<file path="config.mk">
export PLATFORM = sky130hd
export DESIGN_NAME = pingpong_skew_buffer
export DESIGN_NICKNAME = d
export VERILOG_FILES = /design/src/rtl/skew_buf_pkg.sv /design/src/rtl/skew_bank.sv /design/src/rtl/pingpong_skew_buffer.sv
export SDC_FILE = /design/constraint.sdc
export NUM_CORES = 1
export LEC_CHECK = 0
export ABC_AREA = 1
export CORE_ASPECT_RATIO = 1.5
export CORE_MARGIN = 2
export CORE_UTILIZATION = 35
export CTS_CLUSTER_SIZE = 20
export DETAILED_ROUTE_END_ITERATION = 7
export DONT_BUFFER_PORTS = 1
export PLACE_DENSITY = 0.57
export RECOVER_POWER = 25
export SYNTH_ARGS = -nofsm -noshare
export SYNTH_HDL_FRONTEND = slang
export SYNTH_SLANG_ARGS = --single-unit
</file>
<file path="constraint.sdc">
create_clock -name clk -period 9.1 [get_ports clk]
set_input_delay 1.365 -clock clk [delete_from_list [all_inputs] [get_ports clk]]
set_output_delay 1.365 -clock clk [all_outputs]
set_load 0.02 [all_outputs]
</file>
<file path="src/rtl/skew_buf_pkg.sv">
// Shared types and helpers for the ping-pong skew buffer.
package skew_buf_pkg;

  typedef enum logic {
    StIdle,
    StDrain
  } state_e;

  typedef logic bank_idx_t;

  // Number of enabled drain steps needed to emit one full skewed tile.
  function automatic int unsigned drain_len(input int unsigned rows, input int unsigned depth);
    return rows + depth - 1;
  endfunction

endpackage

</file>
<file path="src/rtl/skew_bank.sv">
// One ROWS x DEPTH tile store: single row-write port, combinational diagonal read.
module skew_bank
  import skew_buf_pkg::*;
#(
  parameter int unsigned ROWS       = 8,
  parameter int unsigned DEPTH      = 8,
  parameter int unsigned DATA_WIDTH = 8,
  parameter int unsigned RowW       = $clog2(ROWS),
  parameter int unsigned StepW      = $clog2(drain_len(ROWS, DEPTH))
) (
  input  logic                         clk_i,
  input  logic                         wr_en_i,
  input  logic [RowW-1:0]              wr_row_i,
  input  logic signed [DATA_WIDTH-1:0] wr_data_i [DEPTH],
  input  logic [StepW-1:0]             rd_step_i,
  output logic signed [DATA_WIDTH-1:0] rd_data_o [ROWS],
  output logic [ROWS-1:0]              rd_win_o
);

  localparam int unsigned ColW = (DEPTH > 1) ? $clog2(DEPTH) : 1;

  logic signed [DATA_WIDTH-1:0] mem_q [ROWS][DEPTH];

  // Storage is deliberately left unreset; the full flags gate its use.
  always_ff @(posedge clk_i) begin
    if (wr_en_i) begin
      for (int j = 0; j < int'(DEPTH); j++) begin
        mem_q[wr_row_i][j] <= wr_data_i[j];
      end
    end
  end

  // Lane i reads element (t - i) while that index falls inside the lane.
  always_comb begin
    for (int i = 0; i < int'(ROWS); i++) begin
      int diff;
      diff         = int'(rd_step_i) - i;
      rd_data_o[i] = '0;
      rd_win_o[i]  = 1'b0;
      if (diff >= 0 && diff < int'(DEPTH)) begin
        rd_win_o[i]  = 1'b1;
        rd_data_o[i] = mem_q[i][ColW'(diff)];
      end
    end
  end

endmodule

</file>
<file path="src/rtl/pingpong_skew_buffer.sv">
// Double-buffered diagonal skew feeder for systolic array edge lanes.
// Optional SKEW_BUF_STATS_EN adds stall_cycles / tiles_done counters.
module pingpong_skew_buffer
  import skew_buf_pkg::*;
#(
  parameter int unsigned ROWS       = 8,
  parameter int unsigned DEPTH      = 8,
  parameter int unsigned DATA_WIDTH = 8
) (
  input  logic                         clk,
  input  logic                         rst,
  input  logic                         wr_valid,
  output logic                         wr_ready,
  input  logic signed [DATA_WIDTH-1:0] wr_data [DEPTH],
  input  logic                         rd_enable,
  output logic signed [DATA_WIDTH-1:0] data_out [ROWS],
  output logic [ROWS-1:0]              lane_valid,
  output logic                         tile_done,
  output logic                         busy
`ifdef SKEW_BUF_STATS_EN
  ,
  output logic [31:0]                  stall_cycles,
  output logic [15:0]                  tiles_done
`endif
);

  localparam int unsigned DrainLen = drain_len(ROWS, DEPTH);
  localparam int unsigned StepW    = $clog2(DrainLen);
  localparam int unsigned RowW     = $clog2(ROWS);
  localparam logic [StepW-1:0] LastStep = StepW'(DrainLen - 1);
  localparam logic [RowW-1:0]  LastRow  = RowW'(ROWS - 1);

  state_e           state_q, state_d;
  logic [StepW-1:0] t_q, t_d;
  bank_idx_t        wb_q, wb_d, rb_q, rb_d;
  logic [1:0]       full_q, full_d;
  logic [RowW-1:0]  wr_row_q, wr_row_d;

  logic wr_fire, draining, last_step;

  logic signed [DATA_WIDTH-1:0] rd_data0 [ROWS];
  logic signed [DATA_WIDTH-1:0] rd_data1 [ROWS];
  logic [ROWS-1:0]              rd_win0, rd_win1;

  assign wr_ready  = !full_q[wb_q];
  assign wr_fire   = wr_valid && wr_ready;
  assign draining  = (state_q == StDrain);
  assign last_step = draining && rd_enable && (t_q == LastStep);
  assign tile_done = last_step;
  assign busy      = draining || full_q[0] || full_q[1];

  skew_bank #(
    .ROWS       (ROWS),
    .DEPTH      (DEPTH),
    .DATA_WIDTH (DATA_WIDTH),
    .RowW       (RowW),
    .StepW      (StepW)
  ) u_bank0 (
    .clk_i     (clk),
    .wr_en_i   (wr_fire && (wb_q == 1'b0)),
    .wr_row_i  (wr_row_q),
    .wr_data_i (wr_data),
    .rd_step_i (t_q),
    .rd_data_o (rd_data0),
    .rd_win_o  (rd_win0)
  );

  skew_bank #(
    .ROWS       (ROWS),
    .DEPTH      (DEPTH),
    .DATA_WIDTH (DATA_WIDTH),
    .RowW       (RowW),
    .StepW      (StepW)
  ) u_bank1 (
    .clk_i     (clk),
    .wr_en_i   (wr_fire && (wb_q == 1'b1)),
    .wr_row_i  (wr_row_q),
    .wr_data_i (wr_data),
    .rd_step_i (t_q),
    .rd_data_o (rd_data1),
    .rd_win_o  (rd_win1)
  );

  always_comb begin
    for (int i = 0; i < int'(ROWS); i++) begin
      data_out[i] = '0;
      if (draining) begin
        data_out[i] = rb_q ? rd_data1[i] : rd_data0[i];
      end
    end
    lane_valid = (draining && rd_enable) ? (rb_q ? rd_win1 : rd_win0) : '0;
  end

  always_comb begin
    state_d  = state_q;
    t_d      = t_q;
    wb_d     = wb_q;
    rb_d     = rb_q;
    full_d   = full_q;
    wr_row_d = wr_row_q;

    if (wr_fire) begin
      if (wr_row_q == LastRow) begin
        wr_row_d     = '0;
        full_d[wb_q] = 1'b1;
        wb_d         = ~wb_q;
      end else begin
        wr_row_d = wr_row_q + 1'b1;
      end
    end

    unique case (state_q)
      StIdle: begin
        if (full_q[rb_q]) begin
          state_d = StDrain;
          t_d     = '0;
        end
      end
      StDrain: begin
        if (rd_enable) begin
          if (t_q == LastStep) begin
            full_d[rb_q] = 1'b0;
            rb_d         = ~rb_q;
            t_d          = '0;
            // Registered flag: a tile completing on this same edge waits one bubble.
            if (!full_q[~rb_q]) begin
              state_d = StIdle;
            end
          end else begin
            t_d = t_q + 1'b1;
          end
        end
      end
      default: state_d = StIdle;
    endcase
  end

  always_ff @(posedge clk) begin
    if (rst) begin
      state_q  <= StIdle;
      t_q      <= '0;
      wb_q     <= 1'b0;
      rb_q     <= 1'b0;
      full_q   <= '0;
      wr_row_q <= '0;
    end else begin
      state_q  <= state_d;
      t_q      <= t_d;
      wb_q     <= wb_d;
      rb_q     <= rb_d;
      full_q   <= full_d;
      wr_row_q <= wr_row_d;
    end
  end

`ifdef SKEW_BUF_STATS_EN
  logic [31:0] stall_q;
  logic [15:0] tiles_q;

  always_ff @(posedge clk) begin
    if (rst) begin
      stall_q <= '0;
      tiles_q <= '0;
    end else begin
      if (draining && !rd_enable && (stall_q != '1)) begin
        stall_q <= stall_q + 1'b1;
      end
      if (tile_done) begin
        tiles_q <= tiles_q + 1'b1;
      end
    end
  end

  assign stall_cycles = stall_q;
  assign tiles_done   = tiles_q;
`endif

endmodule

</file>
==> results.py <==
# Synthesis and PnR figures
metrics = {
    "outcome": {
        "outcome": "finished clean",
    },
    "floorplan": {
        "dieArea_mm2": 0.1250,
    },
    "placement": {
        "dp_hpwl_um": 76770,
    },
    "global_route": {
        "grt_pass1_vias": 26370,
    },
    "pwr": {
        "p_comb_w": 0.000125,
        "internal_power_w": 0.007366,
        "p_total_w": 0.009228,
        "powerDensity_mw_per_mm2": 196.1,
    },
    "routing": {
        "met3WireLength_um": 11100,
    },
    "sta": {
        "slew_viol_final": 0,
        "setup_ws_ns": 3.173,
    },
    "clocking": {
        "cts.reportedPaths.clkPinSlew_ns": 0.08,
        "ctsHoldBuffers": 0,
        "post-cts-setup-buffers": 0,
    },
    "layout": {
        "finalNetCount": 3812,
        "syn_to_final_growth_pct": 10.07,
    },
    "worst_setup_path": {
        "arrival_ns": 4.56,
        "worstSetupStartpointType": "register",
    },
    "logic_synthesis": {
        "largest_area_cell": "edfxtp_1",
        "ys_ff": 1036,
        "ys_sh_adder": 0.004097,
    },
    "job": {
        "max_cap_violations": 0,
    },
}
registers in the layout (all words and copies together), names as in the netlist:
| name | count |
|---|---|
| u_bank0.mem_q | 512 |
| u_bank1.mem_q | 512 |
| wb_q | 1 |
| draining | 1 |
| t_q | 4 |
| rb_q | 1 |
| wr_row_q | 3 |
| full_q | 2 |
layout make-up:
class	instances	area (um^2)
repair buffers	47	377.9
inverters	154	600.6
multi-input cells	2402	10280
fillers	11440	74530
clock buffers	104	2305
well taps	1590	1989
flip-flops and latches	1036	31000
clock inverters	54	489.2
diodes	10	25.02
final timing paths:
check               from                   end
setup / recovery  t_q[0]           data_out[3]
hold reg to reg     wb_q                  wb_q
hold / removal      wb_q                  wb_q
setup reg to reg    wb_q  u_bank0.mem_q[1][38]
==> images/wires.png <==
Two of the layers only.
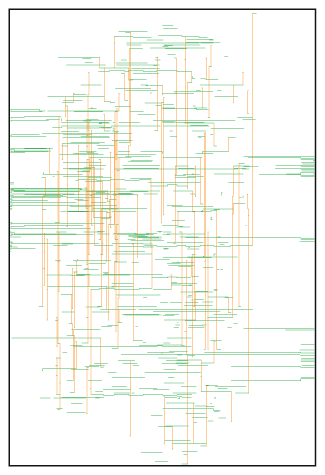
| layer | colour | wire length |
|---|---|---|
| metal 4 | orange | 7,060 um |
| metal 3 | green | 11,100 um |

==> images/layer_met2.png <==
Bar = 100 um.
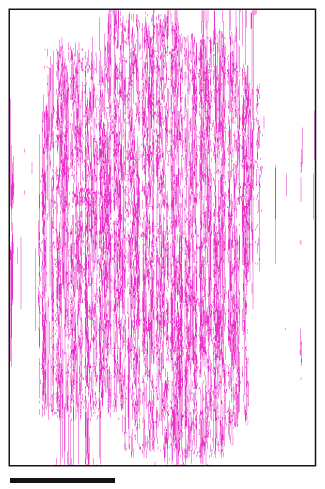
nets with wire on the layer: 2,712
share of all routed wire: 50%

==> images/io_fan.png <==
Bar = 100 um.
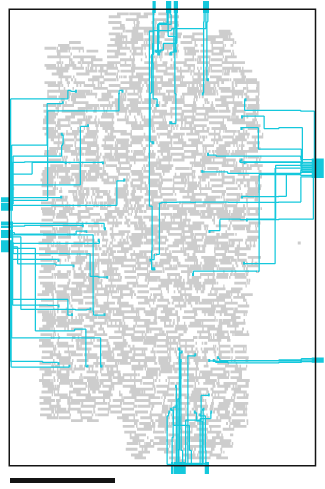
| port | colour | direction | edge | end cells | buffers | wire |
|---|---|---|---|---|---|---|
| data_out | cyan | output | 24 left, 16 right, 13 bottom, 11 top | 64 | 2 | 7,190 um |
# port buffers: 0
# IOs: 143

==> images/placement.png <==
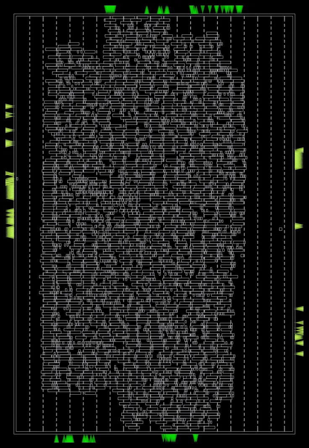
final core occ: 0.3871
# Taps: 1,590
flop share of the area: 0.6587
Core Region: 0.1216 mm^2
Finished Layout Cells: 5,397

==> images/flops_by_reg.png <==
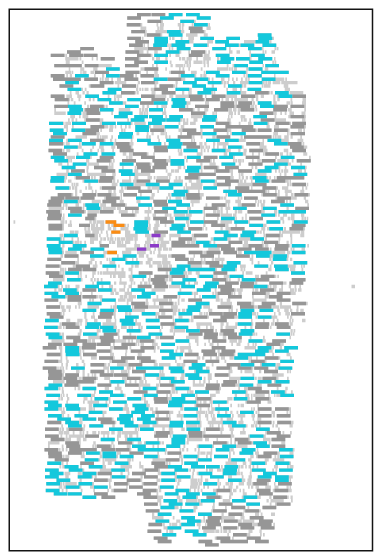
| signal | colour | sequential cells |
|---|---|---|
| wr_row_q | purple | 3 |
| t_q | orange | 4 |
| u_bank1.mem_q | cyan | 512 |
not coloured: 517
P_seq: 0.00533 W
FF+latch area: 0.03100 mm^2

No activity file was given, so power comes from the tool's default toggle rates.
